<file path="src/rtl/pm_seq.sv">
`default_nettype none
// +----------------------------------------------------------------------------+
// | Module      : pm_seq                                                       |
// | Description : Sequential shift-add multiplier with valid/ready handshakes. |
// |               IDLE accepts an operand pair, CALC runs WIDTH iterations     |
// |               (one per clock), DONE presents the product until consumed.   |
// |               Optional macro PM_SIGNED_EN: two's-complement operands and   |
// |               product (magnitude multiply plus final sign correction).     |
// | Revision    : 1.0 - initial release                                        |
// +----------------------------------------------------------------------------+
module pm_seq #(
  parameter int WIDTH = 4
) (
  input  logic               clk,
  input  logic               rst_n,
  input  logic               in_valid,
  output logic               in_ready,
  input  logic [WIDTH-1:0]   a,
  input  logic [WIDTH-1:0]   b,
  output logic               out_valid,
  input  logic               out_ready,
  output logic [2*WIDTH-1:0] c
);

  localparam int PW    = 2 * WIDTH;
  localparam int CNT_W = $clog2(WIDTH);
  localparam logic [CNT_W-1:0] CNT_LAST = CNT_W'(WIDTH - 1);

  typedef enum logic [1:0] {
    IDLE = 2'd0,
    CALC = 2'd1,
    DONE = 2'd2
  } state_t;

  state_t state;
  state_t state_nxt;

  logic [WIDTH-1:0] mcand;      // latched multiplicand (magnitude in signed mode)
  logic [WIDTH-1:0] mplier;     // latched multiplier (magnitude in signed mode)
  logic [PW-1:0]    acc;
  logic [CNT_W-1:0] cnt;        // current multiplier bit index, 0..WIDTH-1

  logic             accept;
  logic             last_iter;
  logic [WIDTH-1:0] a_mag;
  logic [WIDTH-1:0] b_mag;
  logic [PW-1:0]    partial;
  logic [PW-1:0]    sum;
  logic [PW-1:0]    result;

  assign accept    = (state == IDLE) && in_valid;
  assign last_iter = (state == CALC) && (cnt == CNT_LAST);

  // Shifted multiplicand contributes only when the current multiplier bit is set.
  assign partial = mplier[cnt] ? ({{WIDTH{1'b0}}, mcand} << cnt) : '0;
  assign sum     = acc + partial;

`ifdef PM_SIGNED_EN
  logic neg;

  // The most-negative value negates to itself, which read unsigned is its true magnitude.
  assign a_mag  = a[WIDTH-1] ? -a : a;
  assign b_mag  = b[WIDTH-1] ? -b : b;
  assign result = neg ? -sum : sum;

  // Result sign is captured with the operands so later a/b changes cannot affect it.
  always_ff @(posedge clk or negedge rst_n) begin
    if (!rst_n) begin
      neg <= 1'b0;
    end else if (accept) begin
      neg <= a[WIDTH-1] ^ b[WIDTH-1];
    end
  end
`else
  assign a_mag  = a;
  assign b_mag  = b;
  assign result = sum;
`endif

  // State register.
  always_ff @(posedge clk or negedge rst_n) begin
    if (!rst_n) begin
      state <= IDLE;
    end else begin
      state <= state_nxt;
    end
  end

  // Next-state logic and handshake decodes of the registered state.
  always_comb begin
    state_nxt = state;
    in_ready  = 1'b0;
    out_valid = 1'b0;
    unique case (state)
      IDLE: begin
        in_ready = 1'b1;
        if (in_valid) begin
          state_nxt = CALC;
        end
      end
      CALC: begin
        if (cnt == CNT_LAST) begin
          state_nxt = DONE;
        end
      end
      DONE: begin
        out_valid = 1'b1;
        if (out_ready) begin
          state_nxt = IDLE;
        end
      end
      default: begin
        state_nxt = IDLE;
      end
    endcase
  end

  // Operand latch, accumulate, and publish the product on the final iteration.
  always_ff @(posedge clk or negedge rst_n) begin
    if (!rst_n) begin
      mcand  <= '0;
      mplier <= '0;
      acc    <= '0;
      cnt    <= '0;
      c      <= '0;
    end else if (accept) begin
      mcand  <= a_mag;
      mplier <= b_mag;
      acc    <= '0;
      cnt    <= '0;
    end else if (state == CALC) begin
      acc <= sum;
      if (last_iter) begin
        c <= result;
      end else begin
        cnt <= cnt + 1'b1;
      end
    end
  end

endmodule
`default_nettype wire

</file>
<file path="config.mk">
export PLATFORM = sky130hd
export DESIGN_NAME = pm_seq
export DESIGN_NICKNAME = d
export VERILOG_FILES = /design/src/rtl/pm_seq.sv
export SDC_FILE = /design/constraint.sdc
export NUM_CORES = 1
export LEC_CHECK = 0
export CAP_MARGIN = 0
export CORE_MARGIN = 8
export CORE_UTILIZATION = 55
export CTS_BUF_LIST = sky130_fd_sc_hd__clkbuf_4
export DETAILED_ROUTE_END_ITERATION = 12
export PLACE_DENSITY = 0.83
export SYNTH_ARGS = -nofsm -noshare
export SYNTH_HDL_FRONTEND = slang
export SYNTH_SLANG_ARGS = --single-unit
</file>
<file path="constraint.sdc">
create_clock -name clk -period 4.5 [get_ports clk]
set_input_delay 0.675 -clock clk [delete_from_list [all_inputs] [get_ports clk]]
set_output_delay 0.675 -clock clk [all_outputs]
set_load 0.1 [all_outputs]
</file>
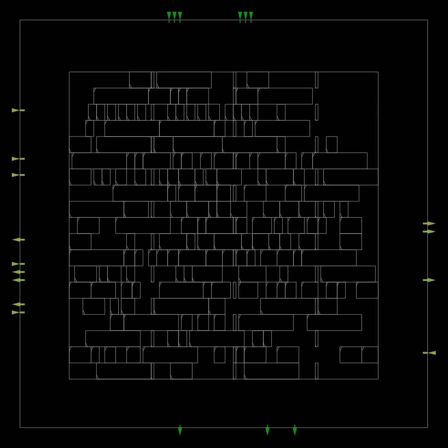
(cell placement)
fin cells: 217
Well Taps: 31

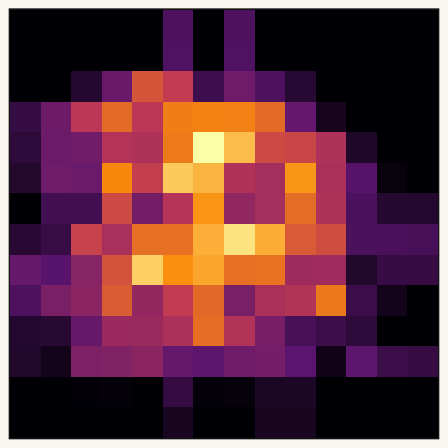
(routed metal per tile)
The die is cut into 14 by 14 equal tiles; black is low, pale yellow is high, scaled to the fullest tile. Values are wire area over tile area, all layers added.
The fullest tile reaches 0.39. The mean over all tiles is 0.10. 32% of the tiles are nearly empty.
All-Layer GR Usage: 14.9%
drt wl/cell: 14.2 µm

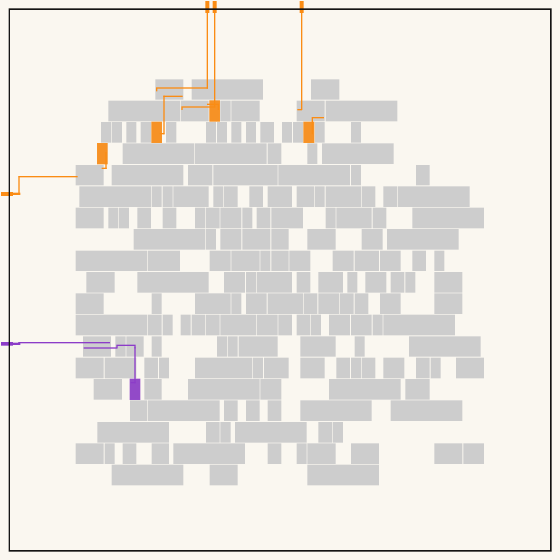
(nets reached from selected ports)
Key: `in_ready` = purple [bits 1, direction output, edge left, end cells 1, buffers 1, wire 24.4 µm]; `b` = orange [bits 4, direction input, edge 3 top, 1 left, end cells 4, buffers 4, wire 71.6 µm]

==> results.toml <==
# yosys + openroad results
[final_timing]
hold_viol = 0
setup-violations-final = 0
drv_slew = 0

[logic_synthesis]
async_flop_share_pct = 100
ys_chip_area_um2 = 1520
top_area_cell = "dfrtp_1"
postSynthSeqShare_pct = 46.1

[power_and_ir_drop]
comb_power_w = 0.000799
switchingPower_w = 0.000708
clockPowerShare_pct = 7.6
p_leak_nw = 0.829
combPwrFrac_pct = 59.0
p_seq_w = 0.000452

[final_layout]
buffers_excl_clock = 22
final-nonclk-buf-share_pct = 12.3
drive_above_1_share_pct = 4.84
fill_cells = 230

[route]
met2_length_mm = 1.54
wl_met1_mm = 1.40
drc = 0

[status]
status = "complete, no violations"

[floorplanning]
fp_util_pct = 56.6
num_rows = 19
fp.dieW_um = 68.6

[worst_setup_path]
r2r_slack_ps = 1710
critical_path_class = "register to register"
r2r_cells = 8
cp-end-kind = "register"
timing.critical_path.from = "cnt[0]"
crit_end = "c[6]"

[cts]
cts.clk_slew.worst_paths_ps = 150
post_cts_buffers = 0
htreeDepth = 1

[min_path]
whs_endpoint = "c[7]"
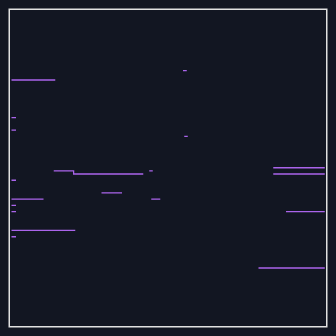
(M3 wires)
The longest straight run is 14.9 µm. 16 nets have wire on it.

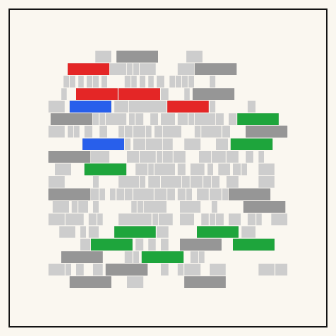
(where the registers sit)
Other sequential cells in the stronger grey, the rest of the logic in the fainter grey.
Key: `acc` = green [placed flops 8]; `cnt` = blue [placed flops 2]; `mplier` = red [placed flops 4]
Another 14 sequential cells are not coloured.

[per-stage QoR]
step           util [%]  hold slack (ps)  setup WS [ps]  cell area [µm²]  total power [W]
2_1_floorplan         -              379           1900             1520          0.00107
3_3_place_gp       65.2              462           1850             1750          0.00123
3_5_place_dp       65.2              469           1760             1750          0.00126
4_1_cts            66.1              501           1710             1780          0.00136
5_1_grt            66.1              523           1540             1780          0.00146
6_report           66.1              495           1710             1780          0.00135
[routing by layer]
metal	global-route usage, %	vias to the layer above
met5	0	-
met1	18.4	584
met2	25.1	19
met4	5.37	0
met3	3.07	6
li1	-	613
[flip-flops by register name (all words and copies together), names as in the netlist]
register	cells
acc	8
cnt	2
mplier	4
state	2
c	8
mcand	4
Power and IR drop assume default switching activity.
